<file path="src/rtl/issue_scheduler.sv">
// issue_scheduler: collapsing issue queue that selects up to two oldest-ready entries per cycle.
// Define ISSUE_SCHED_IN_ORDER_EN to restrict select to the queue head (entry 0, then entry 1).
module issue_scheduler #(
    parameter int DEPTH     = 8,
    parameter int REG_W     = 5,
    parameter int PAYLOAD_W = 32
) (
    input  logic                       clk,
    input  logic                       resetn,
    input  logic                       flush,
    input  logic                       disp_inst1_valid,
    input  logic [REG_W-1:0]           disp_inst1_src1,
    input  logic                       disp_inst1_src1_ready,
    input  logic [REG_W-1:0]           disp_inst1_src2,
    input  logic                       disp_inst1_src2_ready,
    input  logic [REG_W-1:0]           disp_inst1_dest,
    input  logic                       disp_inst1_rf_we,
    input  logic [PAYLOAD_W-1:0]       disp_inst1_payload,
    input  logic                       disp_inst2_valid,
    input  logic [REG_W-1:0]           disp_inst2_src1,
    input  logic                       disp_inst2_src1_ready,
    input  logic [REG_W-1:0]           disp_inst2_src2,
    input  logic                       disp_inst2_src2_ready,
    input  logic [REG_W-1:0]           disp_inst2_dest,
    input  logic                       disp_inst2_rf_we,
    input  logic [PAYLOAD_W-1:0]       disp_inst2_payload,
    output logic                       disp_ready,
    input  logic                       iss_ready,
    output logic                       iss_inst1_valid,
    output logic [REG_W-1:0]           iss_inst1_dest,
    output logic                       iss_inst1_rf_we,
    output logic [PAYLOAD_W-1:0]       iss_inst1_payload,
    output logic                       iss_inst2_valid,
    output logic [REG_W-1:0]           iss_inst2_dest,
    output logic                       iss_inst2_rf_we,
    output logic [PAYLOAD_W-1:0]       iss_inst2_payload,
    output logic [REG_W-1:0]           sel_inst1_dest,
    output logic [REG_W-1:0]           sel_inst2_dest,
    input  logic [REG_W-1:0]           wb_inst1_dest,
    input  logic [REG_W-1:0]           wb_inst2_dest,
    output logic [$clog2(DEPTH+1)-1:0] count
);
    localparam int CW = $clog2(DEPTH + 1);
    localparam int IW = $clog2(DEPTH);

    typedef struct packed {
        logic                 valid;
        logic [REG_W-1:0]     src1;
        logic                 src1_rdy;
        logic [REG_W-1:0]     src2;
        logic                 src2_rdy;
        logic [REG_W-1:0]     dest;
        logic                 rf_we;
        logic [PAYLOAD_W-1:0] payload;
    } ent_t;

    typedef struct packed {
        logic                 valid;
        logic [REG_W-1:0]     dest;
        logic                 rf_we;
        logic [PAYLOAD_W-1:0] payload;
    } iss_t;

    ent_t             ent_q [DEPTH];
    ent_t             ent_d [DEPTH];
    iss_t             iss1_q, iss1_d, iss2_q, iss2_d;
    logic [CW-1:0]    count_q, count_d;
    logic [DEPTH-1:0] rdy, sel_m;
    logic             sel1_v, sel2_v;
    logic [IW-1:0]    sel1_i, sel2_i;
    logic             acc1, acc2;
    ent_t             new1, new2;

    // Register 0 is always ready; idle broadcasts are 0 so they never match a real source.
    function automatic logic hit(input logic [REG_W-1:0] r);
        return r == '0 || r == sel_inst1_dest || r == sel_inst2_dest ||
               r == wb_inst1_dest || r == wb_inst2_dest;
    endfunction

    always_comb begin
        sel_m  = '0;
        sel1_v = 1'b0;
        sel2_v = 1'b0;
        sel1_i = '0;
        sel2_i = '0;
        for (int i = 0; i < DEPTH; i++) rdy[i] = ent_q[i].valid && ent_q[i].src1_rdy && ent_q[i].src2_rdy;
        if (iss_ready && !flush) begin
`ifdef ISSUE_SCHED_IN_ORDER_EN
            sel1_v = rdy[0];
            sel2_v = rdy[0] && rdy[1];
            sel2_i = IW'(1);
`else
            for (int i = 0; i < DEPTH; i++) begin
                if (rdy[i] && !sel1_v) begin
                    sel1_v = 1'b1;
                    sel1_i = IW'(i);
                end else if (rdy[i] && !sel2_v) begin
                    sel2_v = 1'b1;
                    sel2_i = IW'(i);
                end
            end
`endif
            // Slot 2 first so an unused slot 2 aliasing index 0 cannot mask slot 1.
            sel_m[sel2_i] = sel2_v;
            sel_m[sel1_i] = sel1_v;
        end
        sel_inst1_dest = (sel1_v && ent_q[sel1_i].rf_we) ? ent_q[sel1_i].dest : '0;
        sel_inst2_dest = (sel2_v && ent_q[sel2_i].rf_we) ? ent_q[sel2_i].dest : '0;
    end

    assign disp_ready = count_q <= CW'(DEPTH - 2);
    assign acc1       = disp_ready && disp_inst1_valid && !flush;
    assign acc2       = acc1 && disp_inst2_valid;

    always_comb begin
        new1 = ent_t'{valid: 1'b1, src1: disp_inst1_src1,
                      src1_rdy: disp_inst1_src1_ready || hit(disp_inst1_src1),
                      src2: disp_inst1_src2,
                      src2_rdy: disp_inst1_src2_ready || hit(disp_inst1_src2),
                      dest: disp_inst1_dest, rf_we: disp_inst1_rf_we, payload: disp_inst1_payload};
        new2 = ent_t'{valid: 1'b1, src1: disp_inst2_src1,
                      src1_rdy: disp_inst2_src1_ready || hit(disp_inst2_src1),
                      src2: disp_inst2_src2,
                      src2_rdy: disp_inst2_src2_ready || hit(disp_inst2_src2),
                      dest: disp_inst2_dest, rf_we: disp_inst2_rf_we, payload: disp_inst2_payload};
    end

    // Survivors collapse toward index 0 in age order; new dispatches land behind them.
    always_comb begin
        int k;
        k = 0;
        for (int i = 0; i < DEPTH; i++) ent_d[i] = '0;
        for (int i = 0; i < DEPTH; i++) begin
            if (ent_q[i].valid && !sel_m[i]) begin
                ent_d[IW'(k)]          = ent_q[i];
                ent_d[IW'(k)].src1_rdy = ent_q[i].src1_rdy || hit(ent_q[i].src1);
                ent_d[IW'(k)].src2_rdy = ent_q[i].src2_rdy || hit(ent_q[i].src2);
                k++;
            end
        end
        if (acc1) begin
            ent_d[IW'(k)] = new1;
            k++;
        end
        if (acc2) begin
            ent_d[IW'(k)] = new2;
            k++;
        end
        count_d = CW'(k);
        if (flush) begin
            for (int i = 0; i < DEPTH; i++) ent_d[i] = '0;
            count_d = '0;
        end
    end

    always_comb begin
        iss1_d = iss1_q;
        iss2_d = iss2_q;
        if (flush) begin
            iss1_d = '0;
            iss2_d = '0;
        end else if (iss_ready) begin
            iss1_d = '0;
            iss2_d = '0;
            if (sel1_v) iss1_d = iss_t'{1'b1, ent_q[sel1_i].dest, ent_q[sel1_i].rf_we, ent_q[sel1_i].payload};
            if (sel2_v) iss2_d = iss_t'{1'b1, ent_q[sel2_i].dest, ent_q[sel2_i].rf_we, ent_q[sel2_i].payload};
        end
    end

    always_ff @(posedge clk or negedge resetn) begin
        if (!resetn) begin
            for (int i = 0; i < DEPTH; i++) ent_q[i] <= '0;
            iss1_q  <= '0;
            iss2_q  <= '0;
            count_q <= '0;
        end else begin
            ent_q   <= ent_d;
            iss1_q  <= iss1_d;
            iss2_q  <= iss2_d;
            count_q <= count_d;
        end
    end

    assign iss_inst1_valid   = iss1_q.valid;
    assign iss_inst1_dest    = iss1_q.dest;
    assign iss_inst1_rf_we   = iss1_q.rf_we;
    assign iss_inst1_payload = iss1_q.payload;
    assign iss_inst2_valid   = iss2_q.valid;
    assign iss_inst2_dest    = iss2_q.dest;
    assign iss_inst2_rf_we   = iss2_q.rf_we;
    assign iss_inst2_payload = iss2_q.payload;
    assign count             = count_q;
endmodule

</file>
<file path="config.mk">
export PLATFORM = sky130hd
export DESIGN_NAME = issue_scheduler
export DESIGN_NICKNAME = d
export VERILOG_FILES = /design/src/rtl/issue_scheduler.sv
export SDC_FILE = /design/constraint.sdc
export NUM_CORES = 2
export LEC_CHECK = 0
export CAP_MARGIN = 25
export CORE_MARGIN = 4
export CORE_UTILIZATION = 35
export DETAILED_ROUTE_END_ITERATION = 12
export HOLD_SLACK_MARGIN = 0.12
export PLACE_DENSITY = 0.49
export SYNTH_ARGS = -nofsm -noshare
export SYNTH_HDL_FRONTEND = slang
export SYNTH_SLANG_ARGS = --single-unit
</file>
<file path="constraint.sdc">
create_clock -name clk -period 7.9 [get_ports clk]
set_input_delay 2.37 -clock clk [delete_from_list [all_inputs] [get_ports clk]]
set_output_delay 2.37 -clock clk [all_outputs]
set_load 0.01 [all_outputs]
</file>
Metal 2:
Cells faint in the background.
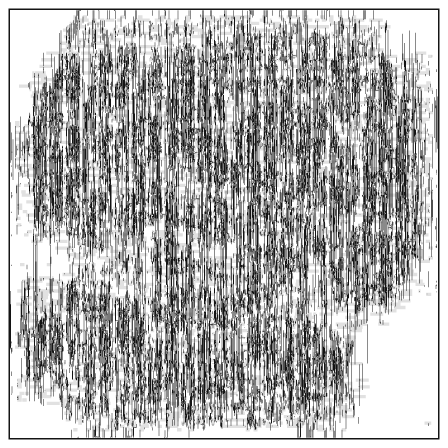
The layer holds 41% of the routed length. The layer carries 94.2 mm of wire. 4321 nets have wire on it.

M3 wires:
The bar under the picture is 100 µm long.
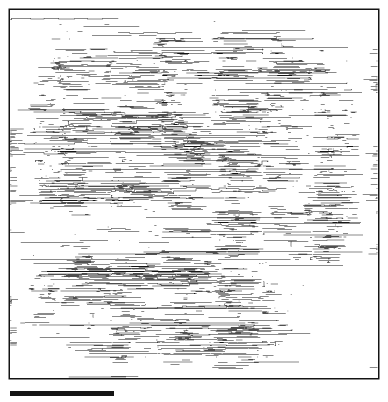
The layer holds 12% of the routed length. The longest straight run is 228 µm. The layer carries 28.3 mm of wire.

Routing congestion:
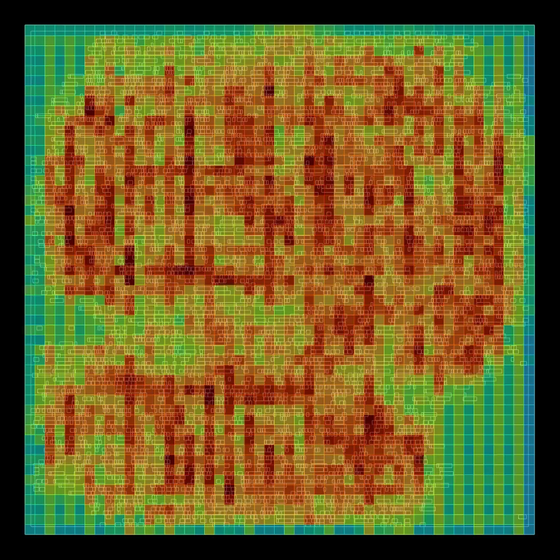
final cell utilization of the core: 43.0%
wire per inst: 30.5 µm
met3 Usage GRT: 10.1%

==> metrics.yaml <==
outcome: "completed"
worst_pin_slew_ns: 1.13
cts_root_buf: "clkbuf_16"
p_leak_nw: 19.9
first_iter_violations: 6537
yosys.cell_count.top_type: "nor2_1"
cp-start-kind: "primary input"
crit_buf_inv: 6
ys_sh_adder_pct: 0.319
edf_count: 0
cp.depth: 14
wl_met1_um: 95900
flop_cell: "dfrtp_1"
cpPeakStageDelay_ns: 0.58
synthTopCellsByCount: "899 x nor2_1, 539 x a211oi_1, 520 x a21oi_1, 518 x nand2_1, 490 x dfrtp_1"
area_delta_synth_final_pct: 22.0
r2r_cells: 27
min_path_type: "flip-flop to flip-flop"
placed_area_um2: 48300
fin_nets: 6061
simple_gate_share_pct: 24.4
critPathMostFrequentCell: "buf_4"
fp_util_pct: 35.2
cts_setup_buffers: 0
r2r_slack_ns: 1.43
gr-total-overflow: 0
synthXorXnorAreaFrac_pct: 8.12
ir_worst_vdd_uv: 576
use_met2_pct: 50.7
via_count: 48400
htree_levels: 3
die_x_um: 352
p_sw_mw: 13.7
swShare_pct: 52.0
topCellsByArea: "dfrtp_1 30%, a211oi_1 9.7%, nor2_1 8.1%"
postSynthSeqShare_pct: 29.5
final.setup.worst_slack_ns: 0.193
fin_cells: 7529
path_cells: "buf_6, nand2b_2, a21oi_2, buf_4, o211ai_1, o21ba_2, nor2_4, buf_4, nand2_1, o22ai_1, or4_1, buf_4, inv_4, clkdlybuf4s50_1"
ys_cells: 5721
cp_max_fo: 5
dp.cells: 7399
core_area_um2: 118000
fp-row-count: 126
die_h_um: 352
max_freq_mhz: 130
cellPowerDensity_nw_per_um2: 518
met1_usage_pct: 49.2
seqPwrFrac_pct: 14.1
design_area_um2: 50700
syn_inst: 5721
grt_max_degree: 151
top_register: "ent_q"
relSlewSlack_pct: 24.7
first_pass_iters: 8
cp_slowest_cell: "or4_1"
finalSetupTns_ns: 0
skew_ns: 0.0317
totalPowerFinal_mw: 26.3
syn-cell-area_um2: 41500
cts.path.max_buffers: 3
topCombFamilyByArea: "AND-OR/OR-AND gates"
cts_tree: "built"
place.gp.congestion: 0.952
synth_flops: 490
drc: 0
fin_crit_sh_pct: 97.6
met3_wirelength_um: 28300
ys_types: 105
detail-route-antenna-nets: 0
via_per_inst: 6.43
drv_cap: 0
cts_made_buffers: 68
largest_area_cell: "dfrtp_1"
grt_first_pass_wirelength_um: 328000
cts_hold_buf: 0
clock_latency_ns: 0.68
io_pins: 209
drive_gt1_share_pct: 10.3
crit_path_start: "flush"
crit_arrival_ns: 5.34
ys_sh_aoi_pct: 29.0
grt_busiest_layer: "met2"
min-delay-start: "iss_inst2_valid"
holdWs_ns: 0.473
n_fill_cell: 12000
grt_pass1_vias: 44500
holdPathEnd: "iss_inst2_valid"
synth_chip_area_um2: 41500
post-place-ws_ns: -0.477
[power by group through the flow]
| stage | Clock (mW) | Sequential, mW | Combinational, mW |
|---|---|---|---|
| detailed placement | 0 | 3.72 | 18.6 |
| finish | 3.26 | 3.71 | 19.3 |
| floorplan | 0 | 3.29 | 12.0 |
| CTS | 3.31 | 3.67 | 18.7 |
| global route | 3.41 | 3.74 | 20.6 |
| global placement | 0 | 3.73 | 18.5 |
[final cells by class]
class,count,area [µm²],share of cell area (%)
Antenna cell,4,10.0,0.0198
Clock buffer,105,2000,3.95
Clock inverter,19,274,0.541
Inverter,39,149,0.294
Multi-Input combinational cell,4752,27800,54.9
Sequential cell,490,12300,24.2
Tap cell,1536,1920,3.79
Timing Repair Buffer,584,6230,12.3
[placed cells by master, fill, tap and decap left out, drive strengths merged, types with 11 or more instances in the layout]
| cell | count |
|---|---|
| o311a | 48 |
| mux2i | 72 |
| o32ai | 11 |
| o31ai | 26 |
| nor4b | 13 |
| a21oi | 524 |
| a211oi | 540 |
| clkdlybuf4s50 | 205 |
| nand2b | 11 |
| o22ai | 19 |
| o211ai | 84 |
| conb | 204 |
| or3 | 69 |
| a31oi | 105 |
| clkbuf | 106 |
| a22oi | 62 |
| nand2 | 519 |
| nand3 | 319 |
| xor2 | 170 |
| buf | 378 |
| nor4 | 16 |
| nor2 | 903 |
| nor3 | 320 |
| nand4 | 22 |
| xnor2 | 210 |
| inv | 46 |
| and2 | 14 |
| a221oi | 92 |
| and3 | 64 |
| dfrtp | 490 |
| o21ai | 175 |
[tightest hold or removal path, delay by kind of cell, from the launching register on]
kind             cells  cell delay, ns
DFF                  1            0.34
and+or+nand+nor      2            0.10
[timing repair]
action	in CTS	in global routing
endpoints found under the setup margin	10	5
gates resized	4	11
hold endpoints to repair	0	0
